$ cat config.mk
export PLATFORM = sky130hd
export DESIGN_NAME = instr_fetch
export DESIGN_NICKNAME = d
export VERILOG_FILES = /design/src/rtl/instr_fetch.sv
export SDC_FILE = /design/constraint.sdc
export NUM_CORES = 1
export LEC_CHECK = 0
export CAP_MARGIN = 20
export CORE_UTILIZATION = 44
export DETAILED_ROUTE_END_ITERATION = 6
export HOLD_SLACK_MARGIN = 0.1
export PLACE_DENSITY = 0.8
export SKIP_LAST_GASP = 1
export SLEW_MARGIN = 20
export SYNTH_ARGS = -nofsm -noshare
export SYNTH_HDL_FRONTEND = slang
export SYNTH_SLANG_ARGS = --single-unit
$ cat constraint.sdc
create_clock -name i_clk -period 2.4 [get_ports i_clk]
set_clock_uncertainty 0.05 [all_clocks]
set_input_delay 0.6 -clock i_clk [delete_from_list [all_inputs] [get_ports i_clk]]
set_output_delay 0.6 -clock i_clk [all_outputs]
set_load 0.005 [all_outputs]
$ cat src/rtl/instr_fetch.sv
// instr_fetch: RV32I instruction fetch stage.
// The stage issues one word read at a time, holds the returned instruction,
// and slices it into decode fields. PC redirects from execute override
// in-flight fetches by dropping the stale response.
// Build option: define IFETCH_PERF_EN to add o_fetch_count, which counts
// decode handshakes.
module instr_fetch #(
    parameter int                    ADDR_WIDTH = 32,
    parameter logic [ADDR_WIDTH-1:0] RESET_PC   = '0
) (
    input  logic                  i_clk,
    input  logic                  i_nreset,
    output logic                  o_imem_req_valid,
    input  logic                  i_imem_req_ready,
    output logic [ADDR_WIDTH-1:0] o_imem_addr,
    input  logic                  i_imem_rsp_valid,
    input  logic [31:0]           i_imem_rdata,
    input  logic                  i_redirect_valid,
    input  logic [ADDR_WIDTH-1:0] i_redirect_pc,
    output logic                  o_dec_valid,
    input  logic                  i_dec_ready,
`ifdef IFETCH_PERF_EN
    output logic [31:0]           o_fetch_count,
`endif
    output logic [ADDR_WIDTH-1:0] o_dec_pc,
    output logic [6:0]            o_opcode,
    output logic [4:0]            o_rd,
    output logic [2:0]            o_funct3,
    output logic [4:0]            o_rs1,
    output logic [4:0]            o_rs2,
    output logic [6:0]            o_funct7
);

    typedef enum logic [1:0] {IDLE, REQ, WAIT, HOLD} state_t;

    localparam logic [ADDR_WIDTH-1:0] ALIGN_MASK = ~ADDR_WIDTH'(3);
    localparam logic [ADDR_WIDTH-1:0] PC_STEP    = ADDR_WIDTH'(4);

    state_t                r_state;
    logic [ADDR_WIDTH-1:0] r_fetch_pc;
    logic                  r_drop;
    logic [31:0]           r_ir;
    logic [ADDR_WIDTH-1:0] r_dec_pc;
    logic                  r_dec_valid;

    state_t                w_state_nxt;
    logic [ADDR_WIDTH-1:0] w_fetch_pc_nxt;
    logic                  w_drop_nxt;
    logic [31:0]           w_ir_nxt;
    logic [ADDR_WIDTH-1:0] w_dec_pc_nxt;
    logic                  w_dec_valid_nxt;
    logic [ADDR_WIDTH-1:0] w_target;
    logic [ADDR_WIDTH-1:0] w_pc_inc;

    assign w_target = i_redirect_pc & ALIGN_MASK;
    assign w_pc_inc = r_fetch_pc + PC_STEP;

    // State and datapath registers; reset overrides everything, including WAIT
    always_ff @(posedge i_clk) begin
        if (!i_nreset) begin
            r_state     <= IDLE;
            r_fetch_pc  <= RESET_PC & ALIGN_MASK;
            r_drop      <= 1'b0;
            r_ir        <= '0;
            r_dec_pc    <= '0;
            r_dec_valid <= 1'b0;
        end else begin
            r_state     <= w_state_nxt;
            r_fetch_pc  <= w_fetch_pc_nxt;
            r_drop      <= w_drop_nxt;
            r_ir        <= w_ir_nxt;
            r_dec_pc    <= w_dec_pc_nxt;
            r_dec_valid <= w_dec_valid_nxt;
        end
    end

    // Next-state logic; a redirect takes priority over normal progress in every state
    always_comb begin
        w_state_nxt     = r_state;
        w_fetch_pc_nxt  = r_fetch_pc;
        w_drop_nxt      = r_drop;
        w_ir_nxt        = r_ir;
        w_dec_pc_nxt    = r_dec_pc;
        w_dec_valid_nxt = r_dec_valid;
        case (r_state)
            IDLE: begin
                w_state_nxt = REQ;
                if (i_redirect_valid) w_fetch_pc_nxt = w_target;
            end
            REQ: begin
                if (i_redirect_valid) begin
                    w_fetch_pc_nxt = w_target;
                    if (i_imem_req_ready) begin
                        // request already went out with the old PC; kill its data
                        w_drop_nxt  = 1'b1;
                        w_state_nxt = WAIT;
                    end
                end else if (i_imem_req_ready) begin
                    w_state_nxt = WAIT;
                end
            end
            WAIT: begin
                if (i_redirect_valid) begin
                    w_fetch_pc_nxt = w_target;
                    if (i_imem_rsp_valid) begin
                        w_drop_nxt  = 1'b0;
                        w_state_nxt = REQ;
                    end else begin
                        w_drop_nxt = 1'b1;
                    end
                end else if (i_imem_rsp_valid) begin
                    if (r_drop) begin
                        w_drop_nxt  = 1'b0;
                        w_state_nxt = REQ;
                    end else begin
                        w_ir_nxt        = i_imem_rdata;
                        w_dec_pc_nxt    = r_fetch_pc;
                        w_fetch_pc_nxt  = w_pc_inc;
                        w_dec_valid_nxt = 1'b1;
                        w_state_nxt     = HOLD;
                    end
                end
            end
            HOLD: begin
                if (i_redirect_valid) begin
                    w_dec_valid_nxt = 1'b0;
                    w_fetch_pc_nxt  = w_target;
                    w_state_nxt     = REQ;
                end else if (r_dec_valid && i_dec_ready) begin
                    w_dec_valid_nxt = 1'b0;
                    w_state_nxt     = REQ;
                end
            end
            default: w_state_nxt = IDLE;
        endcase
    end

`ifdef IFETCH_PERF_EN
    logic [31:0] r_fetch_count;

    // Count decode handshakes; a handshake coincident with a redirect still counts
    always_ff @(posedge i_clk) begin
        if (!i_nreset)                      r_fetch_count <= '0;
        else if (r_dec_valid && i_dec_ready) r_fetch_count <= r_fetch_count + 32'd1;
    end

    assign o_fetch_count = r_fetch_count;
`endif

    assign o_imem_req_valid = (r_state == REQ);
    assign o_imem_addr      = r_fetch_pc;
    assign o_dec_valid      = r_dec_valid;
    assign o_dec_pc         = r_dec_pc;
    assign o_opcode         = r_ir[6:0];
    assign o_rd             = r_ir[11:7];
    assign o_funct3         = r_ir[14:12];
    assign o_rs1            = r_ir[19:15];
    assign o_rs2            = r_ir[24:20];
    assign o_funct7         = r_ir[31:25];

endmodule

pdn.png
Scale bar: 20 µm. Pins as bars on the die edge. Tap cells in gray.
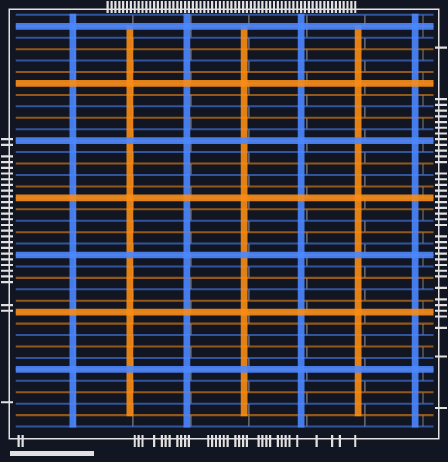
color	net
blue	VSS
orange	VDD
met5 straps	7
met4 straps	7
signal pins	168
rows	36

cell_classes.png
Scale bar: 20 µm.
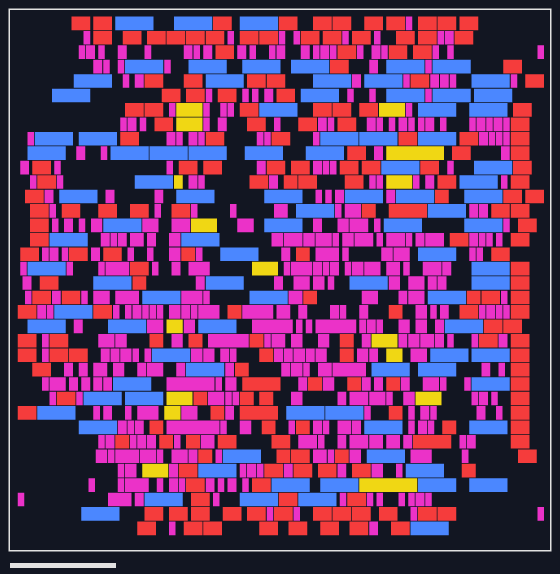
color	class	cells	share of their area
yellow	clock drivers and dummy loads	16	3.6%
blue	flops	96	30%
magenta	all other logic	429	36%
red	other buffers and delay cells	201	31%

clock_map.png
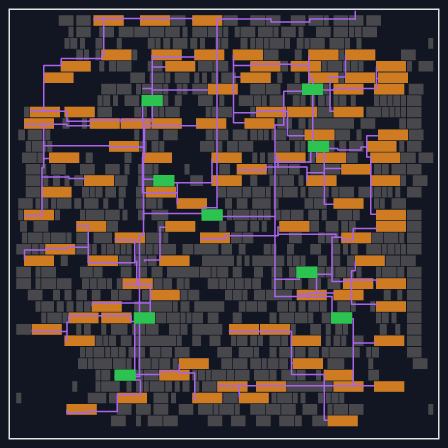
[orange] flip-flops | count: 96
[purple] clock wires | length: 1200 µm
[green] cells driving clock nets | count: 9
flops lie	spread over the die
routed clock nets	10

==> impl_metrics.ini <==
; implementation run metrics
[setup_path]
cp_data_arrival_time_ns = 1.59
crit_family = buffers and inverters
cp.depth = 3
critPathLaunchType = register
reg2reg_depth = 7
reg2reg_to = o_imem_addr[22]
slowest_delay_ns = 0.54
critPathCapture = o_imem_req_valid
crit_type = reg -> out
cp_max_fo = 6
critPathSlowestCell = clkdlybuf4s50_1
r2r-start = o_imem_addr[3]
cp_cell_sequence = inv_1 > ha_1 > clkdlybuf4s50_1
crit_start = r_state[1]
worst_setup_path_end_kind = output pin

[clocking]
cts.htree.levels = 3
holdBufCountCts = 0
root_buffer = clkbuf_8
clkLatencyLatePin_ns = 0.37
clk_pin_slew_ns = 0.09
clock_path_buffers = 2
cts_tree = done
cts_setup_buffers = 0
cts_resized = 0

[global_routing]
grt_util_met1_pct = 32.9
met3_usage_pct = 4.97
grt.overflow.total = 0
antenna_found_initial = 0
grt_pass1_vias = 4569
grt_max_degree = 38

[finish]
comb_share_pct = 34.6
finalNonFillerCells = 875
inverters_excl_clock = 9
fin_nets = 811
fill_cells = 826
lay_top_count = clkdlybuf4s50_1
nClkBuffers = 10
seq_share_pct = 29.1
largest_reg_flops = 32
flop_area_um2 = 1920
signal_buffers = 201
clock_cell_area_share_pct = 3.47
lay_top_cells = clkdlybuf4s50_1, nand2_1, dfxtp_1
largest_class = multi-input combinational cells
logic_gates = 420
combGateArea_um2 = 2280
syn2layout_area_growth_pct = 50.5
ff_count = 96

[routing]
drt_pass1_iterations = 5
vias = 4754
wl_met2_um = 6790
ant_nets = 0
drc_errors = 0
wl_per_cell_um = 15.5
drt-total-wl_um = 13600
top_layer = met4

[final_timing]
hold_viol_final = 0
fmax_ghz = 0.446
period_minus_slack_ns = 2.24
rsz0062_at_grt = false
timing.final.ws_setup_ns = 0.157
slew_viol_final = 0
tns_ns = 0

[synth]
fa_ha_area_share_pct = 1.14
yosys.cell_types.count = 65
yosys.area.top_type = dfxtp_1
syn_area_um2 = 4380
yosys.area_share.simple_pct = 27.7
yosys-stat-cells = 565
edf_count = 0
synth_top_cell_by_count = nand2_1
synthTopCellsByCount = nand2_1, dfxtp_1, a21oi_1
synthXorXnorAreaFrac_pct = 0.600
top_area_share_pct = 43.9
synthAoiAreaFrac_pct = 20.1
ys_seq_share_pct = 43.9
yosys_area_um2 = 4380

[worst_hold_path]
worstHoldPathType = reg -> reg
hold-path-endpoint = r_ir[8]
hold_path_depth = 2
holdCritStartpoint = r_ir[8]

[pwr]
power_top_consumer = registers
vdd_drop_max_mv = 0.286
pwr-share-seq_pct = 50.2
p_int_uw = 2530
clkPwrFrac_pct = 36.1
switching_share_pct = 25.3
powerDensity_nw_per_um2 = 513
p_switching_uw = 856

[placed_design]
place_ws_ns = 0.0338
dp_hpwl_um = 9950

[floorplanning]
io_pins = 168
die_h_um = 102
die_area_um2 = 10400
die_w_um = 102

[run_status]
run_status = finished, final reports clean

[job]
maxCapViolations = 0
tool_warnings = 30
metal_stack.png
Scale bar: 20 µm. Only two layers are drawn.
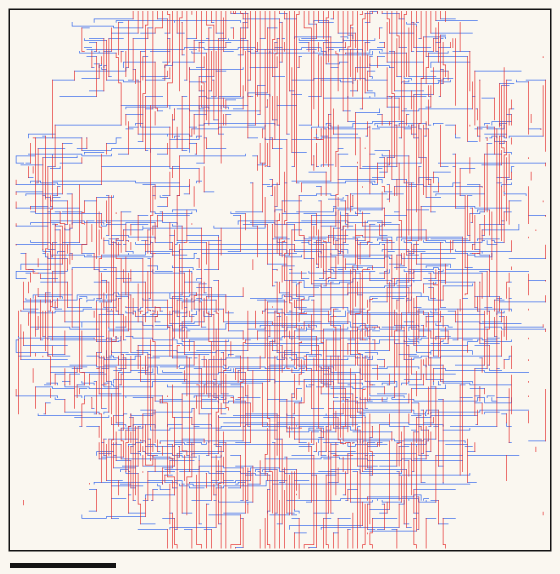
color	layer	wire length
red	met2	6790 µm
blue	met1	5580 µm

final_placement.png
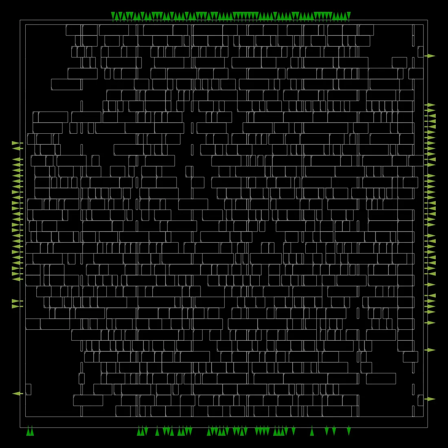
utilization after layout: 67.8%
# Taps: 133
Site Rows: 36

Power and IR drop assume default switching activity.
